<file path="src/rtl/vend_pkg.sv">
// vend_pkg: shared state encoding and dispense status codes for the vending front-ends and motor arbiter
package vend_pkg;
  localparam int ST_W = 3;
  typedef enum logic [ST_W-1:0] {
    ST_IDLE      = 3'd0,
    ST_RUN       = 3'd1,
    ST_WAIT_DROP = 3'd2,
    ST_DONE      = 3'd3,
    ST_FAULT     = 3'd4
  } state_t;
  typedef enum logic [1:0] {
    STAT_NONE   = 2'd0,
    STAT_DONE   = 2'd1,
    STAT_RETURN = 2'd2
  } status_t;
endpackage

</file>
<file path="src/rtl/vend_rr_picker.sv">
// vend_rr_picker: combinational round-robin picker returning the first set req bit at or after rr_ptr
module vend_rr_picker #(
  parameter int N  = 4,
  parameter int PW = $clog2(N)
) (
  input  logic [N-1:0]  req,
  input  logic [PW-1:0] rr_ptr,
  output logic          any,
  output logic [PW-1:0] idx
);
  always_comb begin
    any = |req;
    idx = rr_ptr;
    for (int i = N - 1; i >= 0; i--) begin
      if (req[PW'((int'(rr_ptr) + i) % N)]) idx = PW'((int'(rr_ptr) + i) % N);
    end
  end
endmodule

</file>
<file path="src/rtl/vend_dispense_arbiter.sv">
// vend_dispense_arbiter: round-robin arbiter sharing one dispense motor with drop-sensor done/fault reporting
module vend_dispense_arbiter
  import vend_pkg::*;
#(
  parameter int NUM_REQ      = 4,
  parameter int RUN_CYCLES   = 8,
  parameter int DROP_TIMEOUT = 16,
  parameter int CNT_W        = 5
) (
  input  logic               clk,
  input  logic               reset,
  input  logic [NUM_REQ-1:0] req,
  input  logic               drop_sensed,
  output logic [NUM_REQ-1:0] grant,
  output logic               motor_on,
  output logic [NUM_REQ-1:0] done,
  output logic [NUM_REQ-1:0] fault,
  output logic               busy
);
  localparam int PW = $clog2(NUM_REQ);
  localparam logic [CNT_W-1:0] RUN_LD  = CNT_W'(RUN_CYCLES - 1);
  localparam logic [CNT_W-1:0] DROP_LD = CNT_W'(DROP_TIMEOUT - 1);
  state_t           state;
  logic [PW-1:0]    rr_ptr;
  logic [PW-1:0]    idx;
  logic [PW-1:0]    pick;
  logic             any;
  logic [CNT_W-1:0] timer;
  logic             seen;
  vend_rr_picker #(.N(NUM_REQ), .PW(PW)) u_pick (
    .req    (req),
    .rr_ptr (rr_ptr),
    .any    (any),
    .idx    (pick)
  );
  assign busy = state != ST_IDLE;
  always_ff @(posedge clk) begin
    if (reset) begin
      state    <= ST_IDLE;
      grant    <= '0;
      motor_on <= 1'b0;
      done     <= '0;
      fault    <= '0;
      rr_ptr   <= '0;
      idx      <= '0;
      timer    <= '0;
      seen     <= 1'b0;
    end else begin
      done  <= '0;
      fault <= '0;
      case (state)
        ST_IDLE: if (any) begin
          idx      <= pick;
          grant    <= NUM_REQ'(1) << pick;
          motor_on <= 1'b1;
          timer    <= RUN_LD;
          seen     <= 1'b0;
          state    <= ST_RUN;
        end
        ST_RUN: if (timer == '0) begin
          motor_on <= 1'b0;
          timer    <= seen || drop_sensed ? timer : DROP_LD;
          state    <= seen || drop_sensed ? ST_DONE : ST_WAIT_DROP;
        end else begin
          timer <= timer - 1'b1;
          seen  <= seen | drop_sensed;
        end
        ST_WAIT_DROP: begin
          state <= drop_sensed ? ST_DONE : timer == '0 ? ST_FAULT : ST_WAIT_DROP;
          timer <= drop_sensed || timer == '0 ? timer : timer - 1'b1;
        end
        ST_DONE, ST_FAULT: begin
          done   <= state == ST_DONE ? grant : '0;
          fault  <= state == ST_FAULT ? grant : '0;
          grant  <= '0;
          rr_ptr <= idx == PW'(NUM_REQ - 1) ? '0 : idx + 1'b1;
          state  <= ST_IDLE;
        end
        default: state <= ST_IDLE;
      endcase
    end
  end
endmodule

</file>
<file path="config.mk">
export PLATFORM = sky130hd
export DESIGN_NAME = vend_dispense_arbiter
export DESIGN_NICKNAME = d
export VERILOG_FILES = /design/src/rtl/vend_pkg.sv /design/src/rtl/vend_rr_picker.sv /design/src/rtl/vend_dispense_arbiter.sv
export SDC_FILE = /design/constraint.sdc
export NUM_CORES = 1
export LEC_CHECK = 0
export ABC_AREA = 1
export CAP_MARGIN = 40
export CORE_ASPECT_RATIO = 1.4
export CORE_MARGIN = 3
export CORE_UTILIZATION = 31
export CTS_BUF_LIST = sky130_fd_sc_hd__clkbuf_4
export DETAILED_ROUTE_END_ITERATION = 6
export MAX_ROUTING_LAYER = met4
export PLACE_DENSITY = 0.5
export SYNTH_ARGS = -nofsm -noshare
export SYNTH_HDL_FRONTEND = slang
export SYNTH_HIERARCHICAL = 1
export SYNTH_SLANG_ARGS = --single-unit
</file>
<file path="constraint.sdc">
create_clock -name clk -period 2.4 [get_ports clk]
set_input_delay 0.6 -clock clk [delete_from_list [all_inputs] [get_ports clk]]
set_output_delay 0.6 -clock clk [all_outputs]
set_load 0.02 [all_outputs]
</file>
### Clock network drawn from the DEF, run 1

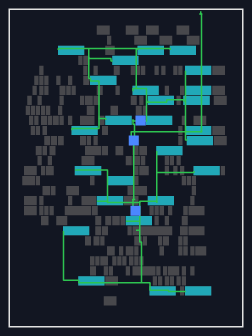
green -> clock wires  # length 346 um
cyan -> flip-flops  # count 26
blue -> clock-net drivers  # count 3
routed clock nets = 4

### Routing congestion map, run 1

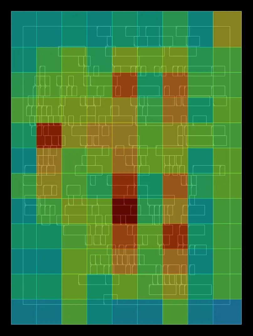
GRT busiest layer: met2
grt met1 use: 12.9%
fin util: 40.0%
combined global-route utilization of all metal layers: 12.3%

### Selected gate families, run 1

Bar = 20 um.
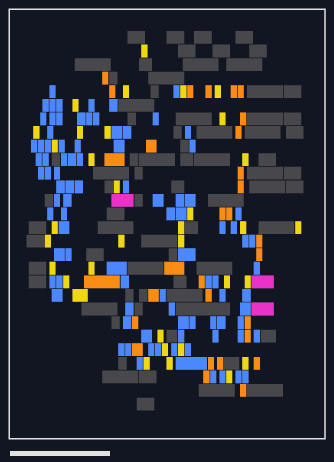
magenta -> fa/ha/maj cells  # cells 3
yellow -> inv cells  # cells 34, where widely spread
blue -> nand cells  # cells 92
orange -> nor cells  # cells 30

==> run notes, run 1 <==
The run finished with clean final reports. Excluding fillers, the count of instances in the completed layout stands at 292. The tools report the internal power as 1.06 mW. The clock network area share works out to 3.05%. The post-route netlist has 10.3% of its cells at a drive strength greater than 1. Global routing consumed, on the met2 layer, 22.1% of the routing resources. For this design the ratio of total power to cell area is 1100 mW/mm2.

The post-route clock skew was 0.00251 ns; the minimum period implied by the final worst setup slack was 2.21 ns. The tool warning count works out to 27. In this run the VDD rail shows a maximum IR drop of 0.000340 V. The overall power was 1.89 mW.

After legalization and detailed placement, the total HPWL measured 2310 um. The power report lists the clock group at 0.302 mW. Summed over all failing endpoints, the final setup total negative slack is 0 ns.

The flow inserted 60 tap cells. Per the layout report, the design carries 22 non-clock buffers. Top register by number of flip-flops: timer.

The first global-routing pass estimated 5260 um of wire. Walking the worst path, the cells encountered are inv_2 -> nand2_4 -> clkdlybuf4s50_1. Tracing the worst setup path back leads to its startpoint at state[1]. The run gives 0 as the count of final hold-check violations.

The run gives 0 as the global route total overflow. The worst setup path is launched from a register. The run gives 0 for the initial antenna violation count. The sequential cell area is 520 um2. The data required time reported for the critical path is 1.80 ns.

The multi-input gate share of total cell area was 42.2%. Setup repair after global routing left no endpoint under its margin. The class of the most critical setup path is register to output pin. The biggest slice of the area belongs to logic gates.

Per the detail_route log, met2 wirelength is 1460 um. The synthesized netlist devotes 7.20% of its cell area to compound gates. The run gives 0.439 ns for the transition time at the pin with the least slew margin. The mux share of post-synthesis cell area is 0%, and the number of global-route vias before repair is 1,275. Of the total standard cell area in the layout, the sequential portion is 30.2%. The fraction of the yosys area taken by sequential cells was 37.0%; the number of search-and-repair iterations in the first detailed-routing pass was 4. The predominant post-synthesis flop cell is sky130_fd_sc_hd__dfxtp_1. The multi-input combinational cells in the finished layout cover a total of 727 um2. The final timing summary puts the cycle share of the worst path at 92.0%.

With the net switching share of the total power at 43.9%, the post-cts gate resize count is 0. Counting flops and latches in the post-synthesis netlist gives 26. The synthesized netlist was found by Yosys to have 209 cells. The run gives 3 as the TritonCTS buffer count. The main kind of combinational logic by area was simple AND/OR/NAND/NOR gates.

For the synthesized net count, the log shows 219. The most critical setup path has its endpoint at busy. The cell area that synthesis handed to floorplanning was 0.00141 mm2. Leaving out fill and tap cells, the most frequent cell in the layout is sky130_fd_sc_hd__nand2_1. The routed design has 2820 um of wire. The worst hold path was traced through 2 stages. In this run the vertical extent of the chip is 85.7 um.

The core region is 0.00431 mm2. The number of flip-flops in the largest register was 5. In this run the number of cells on the critical path is 3. The startpoint identified for the worst register-to-register timing path is rr_ptr[0]. After routing the design area is 0.00172 mm2. The number of hold buffers added after CTS was 0. 146 cells are multi-input combinational gates.

The run gives 26 as the unique cell type count in the Yosys netlist. The number of max-cap violations was 0; the clock latency at the later pin of the worst-skew pair was 0.32 ns. The classification of the worst-slack hold path was register to register.
### Met3 routing, run 1

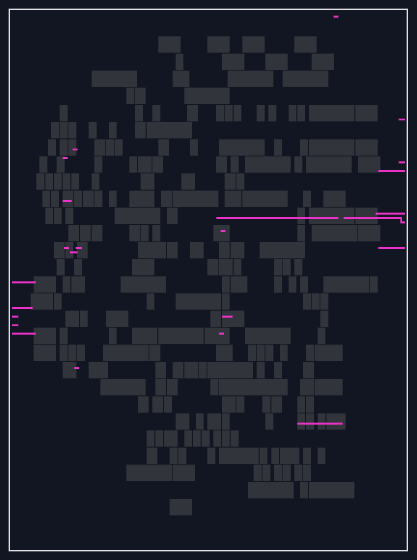

==> run 1 -> run 2 <==
- PLACE_DENSITY: 0.5 -> 0.51
- clock period: 2.4 -> 2 ns (I/O delays scaled with it)
### Met3 routing, run 2

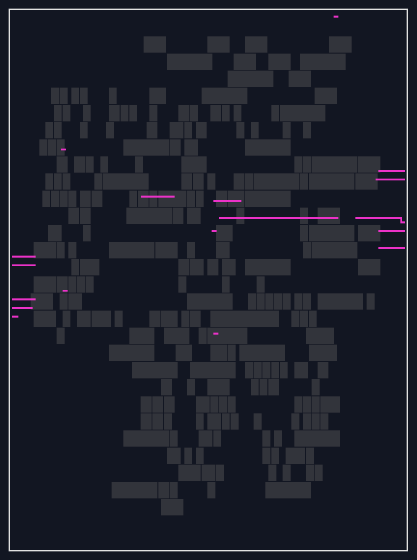
wire length on this layer = 67.3 um
longest straight run = 18.6 um
share of all routed wire = 2.3%
total length of routed wires: 2890 um
GR met3 Demand/Resource: 1.70%

### Selected gate families, run 2

Bar = 20 um.
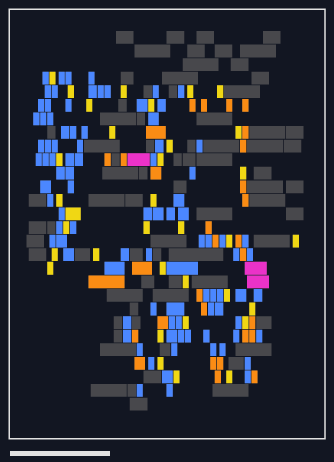
blue -> nand cells  # cells 92
magenta -> fa/ha/maj cells  # cells 3
yellow -> inv cells  # cells 34
orange -> nor cells  # cells 30
combinational share of cell area: 42.0%
final cell count without fillers: 293
most frequent logic cell in the layout: sky130_fd_sc_hd__nand2_1

### Routing congestion map, run 2

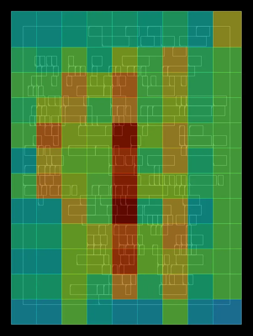
wire length per cell after detailed routing: 9.87 um
fin util: 40.1%

==> run 2 against run 1 <==
Against the previous run: sequential share of layout area is 0.11 points lower; routed wire length up 2.7%; non-clock buffer count up 1; worst hold slack got worse by 0.0013 ns; clock power rose by 22%; critical endpoint unchanged; largest power group unchanged; highest routed layer unchanged.
==> run notes, run 2 <==
In this run, the synthesized area fraction spent on AND-OR/OR-AND gates is recorded as 7.20%. Of the total standard cell area in the layout, the sequential portion is 30.1%. The fraction of the yosys area taken by sequential cells is 37.0%, and the share of layout cells above drive strength 1 is 10.7%.

Net switching is 44.2% of the power. The path length in cells of the critical path works out to 3. The flow ran to the end, and the final reports show no timing, DRC or antenna violations. According to the timing report, the data required time at the worst endpoint equals 1.50 ns. The global router reports that the layer with the highest usage is met2.

For the final routed database, the setup TNS stands at 0 ns. The logs give 13.0% for the met1 routing resource usage after global routing and 1 for the H-tree level count. The logs give 0.00455 ns for the post-route clock skew and 12.4% for the overall fraction of global-route tracks in use. The total power per unit cell area is 1320 mW/mm2. The worst register-to-register path begins at rr_ptr[0]. The synthesized net count came out at 219. The signal on the critical path passes through inv_2 -> nand2_4 -> dlygate4sd2_1.

The count of multi-input gates is 146, and the count of plain and timing-repair buffers is 23. After synthesis, the share of cell area in mux cells is 0%. For the worst-skew pair, the clock arrives at the later sink with an insertion delay of 0.33 ns. STA classifies the critical path startpoint as a register. The logs give 0.00431 mm2 for the area of the core and 0 for the initial antenna violation count. The post-cts gate resize count is 1. Hold analysis shows the worst path with a depth of 2. The register with the most flip-flops in the final layout is timer. In the per-layer summary, the met1 wirelength comes to 1240 um. The violation tally recorded at the end of detailed-routing iteration 0 is 30. The internal power is 1.27 mW, and the TritonCTS buffer count is 3. The register with the most flip-flops in the layout has 5 of them. Per the Yosys statistics, synthesis produced 209 cells.

The startpoint identified for the worst hold timing path is motor_on. The routed layout reports a DRC error count of 0. The startpoint of the most critical setup path was state[1]. Routing resource usage on met2 recorded by global route was 22.7%. The largest cell class by area is logic gates. With the worst voltage drop across the vdd grid at 0.000396 V, the number of cells in the design after placement is 289. TritonCTS built the clock tree.

With the wire length of the first global-routing pass at 5320 um, the count of final hold-check violations is 0. The number of different library cells used by synthesis comes to 26. Number of max-cap violations: 0. The run gives 60 as the tap cell instance count. The classification of the worst-slack hold path was register to register. Global route total overflow: 0. The count of hold-fix buffers inserted at cts was 0. The met2 wire length came out at 1510 um. The flow reports power dissipated in the clock network as 0.367 mW. Looking at the max-slew report, the worst-margin pin has a slew of 0.430 ns. The run gives 0.00173 mm2 for the post-route standard cell area excluding fillers. The die span in y was 85.7 um. Summing every instance area after synthesis gives 0.00141 mm2. The commonest register cell is sky130_fd_sc_hd__dfxtp_1. The logs give a warning total of 27. The number of global-route vias before repair was 1,319.

The worst setup path is captured at an output pin. The die is 63.0 um wide. The final period utilization came out at 93.1%.

The HPWL after detailed placement is 2320 um. Setup repair after global routing left no endpoint under its margin. The tools report the sequential cell area as 520 um2.

The layout report lists the multi-input gate area as 727 um2. For the finished layout, the period the worst path requires is 1.86 ns.
### Sizing map, run 2

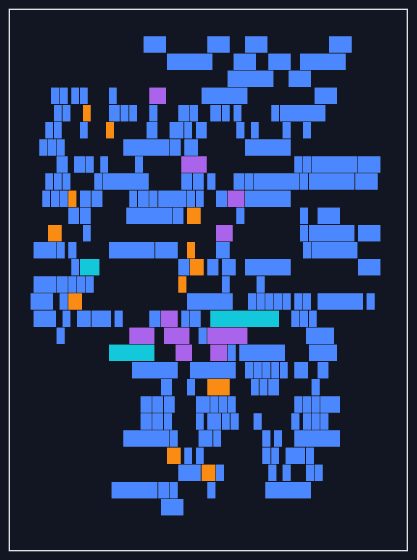

==> run 2 -> run 3 <==
- PLACE_DENSITY: 0.51 -> default
- PLACE_DENSITY_LB_ADDON: default -> 0.05
- SLEW_MARGIN: default -> 20
### Sizing map, run 3

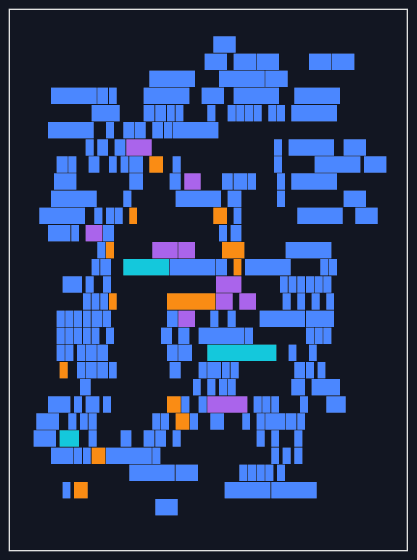
cyan -> x6 and larger  # cells 3
blue -> x1 and smaller  # cells 207
orange -> x2  # cells 13
purple -> x3 and x4  # cells 10
count of plain and timing-repair buffers in the layout: 23
layout overhead on the synthesized area: 22.9%

### Met3 routing, run 3

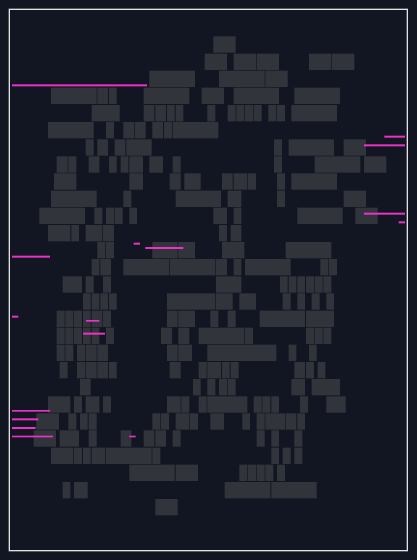
main direction = horizontal
share of all routed wire = 2.6%
longest straight run = 21.2 um
wire length on this layer = 75.2 um
nets with wire on the layer = 14

==> run 3 against run 2 <==
Against the previous run: total power down 0.91%; register-to-register slack improved by 0.05 ns; global-route usage grew 0.060 points; clock-buffer cell count unchanged; synthesized area unchanged; routed wire length increased by 1.9%; setup slack improved by 0.037 ns; die size stayed put; synthesized cell count did not move; cell count unchanged; largest cell class unchanged; largest power group unchanged.
==> run notes, run 3 <==
Warnings raised by the tools during the run amount to 27. The arithmetic-cell share of the synthesized area counting full adders, half adders and majority gates came out at 2.67%. timer holds more flip-flops than any other register. For this run, the number of standard cells in the final layout without fillers is 293. The run gives 522 um2 for the sequential cell area. The die span in y came out at 85.7 um. In the synthesized netlist, the dominant kind of combinational cell is simple AND/OR/NAND/NOR gates. Along the worst hold path, the cell count comes to 2.

The minimum period implied by the final worst setup slack works out to 1.82 ns. Area of combinational cells with multiple inputs: 727 um2. The tool flagged a number of max-cap violations equal to 0.

With the path length in cells of the critical path at 1, the sum of routed wire segments on met1 is 1220 um. Wire segments on met2 add up to 1600 um in the final route. The number of global-route vias before repair was 1,317. Clock tree buffers and inverters occupy 3.04% of the routed design's cell area. The transition time at the pin with the least slew margin was 0.412 ns. Setup repair after global routing left no endpoint under its margin. Number of flip-flops in the largest register: 5. The top cell type in the final layout, fill and taps aside, is sky130_fd_sc_hd__nand2_1. The startpoint type of the worst setup path was a register. The final HPWL from detailed placement is 2420 um. Internal power comes to 1.26 mW. The clock latency at the later pin of the worst-skew pair is 0.31 ns.

The DRC violation total left in the routed layout is recorded as 0. For the completed layout, the total cell area is recorded as 0.00173 mm2. Number of register bits inferred by synthesis: 26. The total power per unit cell area was 1300 mW/mm2; the fraction of the yosys area taken by sequential cells was 37.0%. Post-route clock skew: 0.00139 ns. The run gives 63.0 um for the die width. The run gives 40.2% for the final standard cell utilization of the core. The unique cell type count in the Yosys netlist came out at 26. The run gives 146 as the count of multi-input gates. The data required time of the critical path is 1.50 ns. Walking the worst path, the cells encountered are clkdlybuf4s50_1. The cell area that synthesis handed to floorplanning was 0.00141 mm2.

Of the post-synthesis cell area, the part taken by muxes is 0%. Layer with the highest usage after global routing: met2. Startpoint of the most critical setup path: grant[0]. Launch instance of the worst register-to-register path: rr_ptr[0].

The logs give 2950 um for the post-detailed-routing wire length and 0.00431 mm2 for the area of the core. Counting tap cells, the placed design contains a total of 289 instances. Sorting the Yosys area breakdown by cell type puts at the top sky130_fd_sc_hd__dfxtp_1. Summing internal, switching and leakage power gives 2.26 mW.

CTS placed an instance of sky130_fd_sc_hd__clkbuf_4 at the clock tree root. In the final layout, the share of cells above drive strength 1 is 11.2%. For the H-tree level count, the log shows 1. Summing over every cut layer, the via total after detailed routing is 1,306. Per the power-grid run, VDD falls by no more than 0.000394 V.

Net switching is 44.0% of the power. Per the GRT congestion report, total overflow comes to 0. In this run, the number of DRC markers left after iteration 0 of detailed routing was 53.

In the final timing run, aggregate negative setup slack is 0 ns. The tightest min-delay check is of the register to register type. The end of the critical path is grant[0]. Of the total standard cell area in the layout, the multi-input combinational portion is 42.0%. The worst setup path is captured at an output pin. The count of final hold-check violations is 0. The number of search-and-repair iterations in the first detailed-routing pass is 4, and the post-cts gate resize count is 2.

The largest cell class by area was logic gates. Synthesis produced a netlist with a net count of 219. According to the tapcell log, the count of inserted taps is 60. The worst setup path is of the register to output pin kind. The clock network power consumption came out at 0.354 mW. The flow ran to the end, and the final reports show no timing, DRC or antenna violations. TritonCTS built the clock tree. In this run, post-CTS hold repair placed 0 buffers. The cell total in the yosys stat output was 209; the residual antenna-violating net count after detailed routing was 0. The fraction of cell area in sequential cells is reported as 30.2%.

The startpoint identified for the worst hold timing path is motor_on. For the wire length of the first global-routing pass, the log shows 5380 um. The cell-mix breakdown from Yosys lists the compound-gate area share as 7.20%. The most used flip-flop cell after synthesis is sky130_fd_sc_hd__dfxtp_1.
### Routing congestion map, run 3

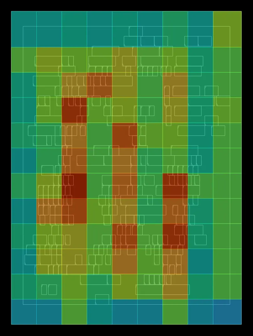
grt met1 use: 12.6%
met2 usage: 24.1%
wire length per cell after detailed routing: 10.1 um

Power is estimated from default activity; no workload was simulated.
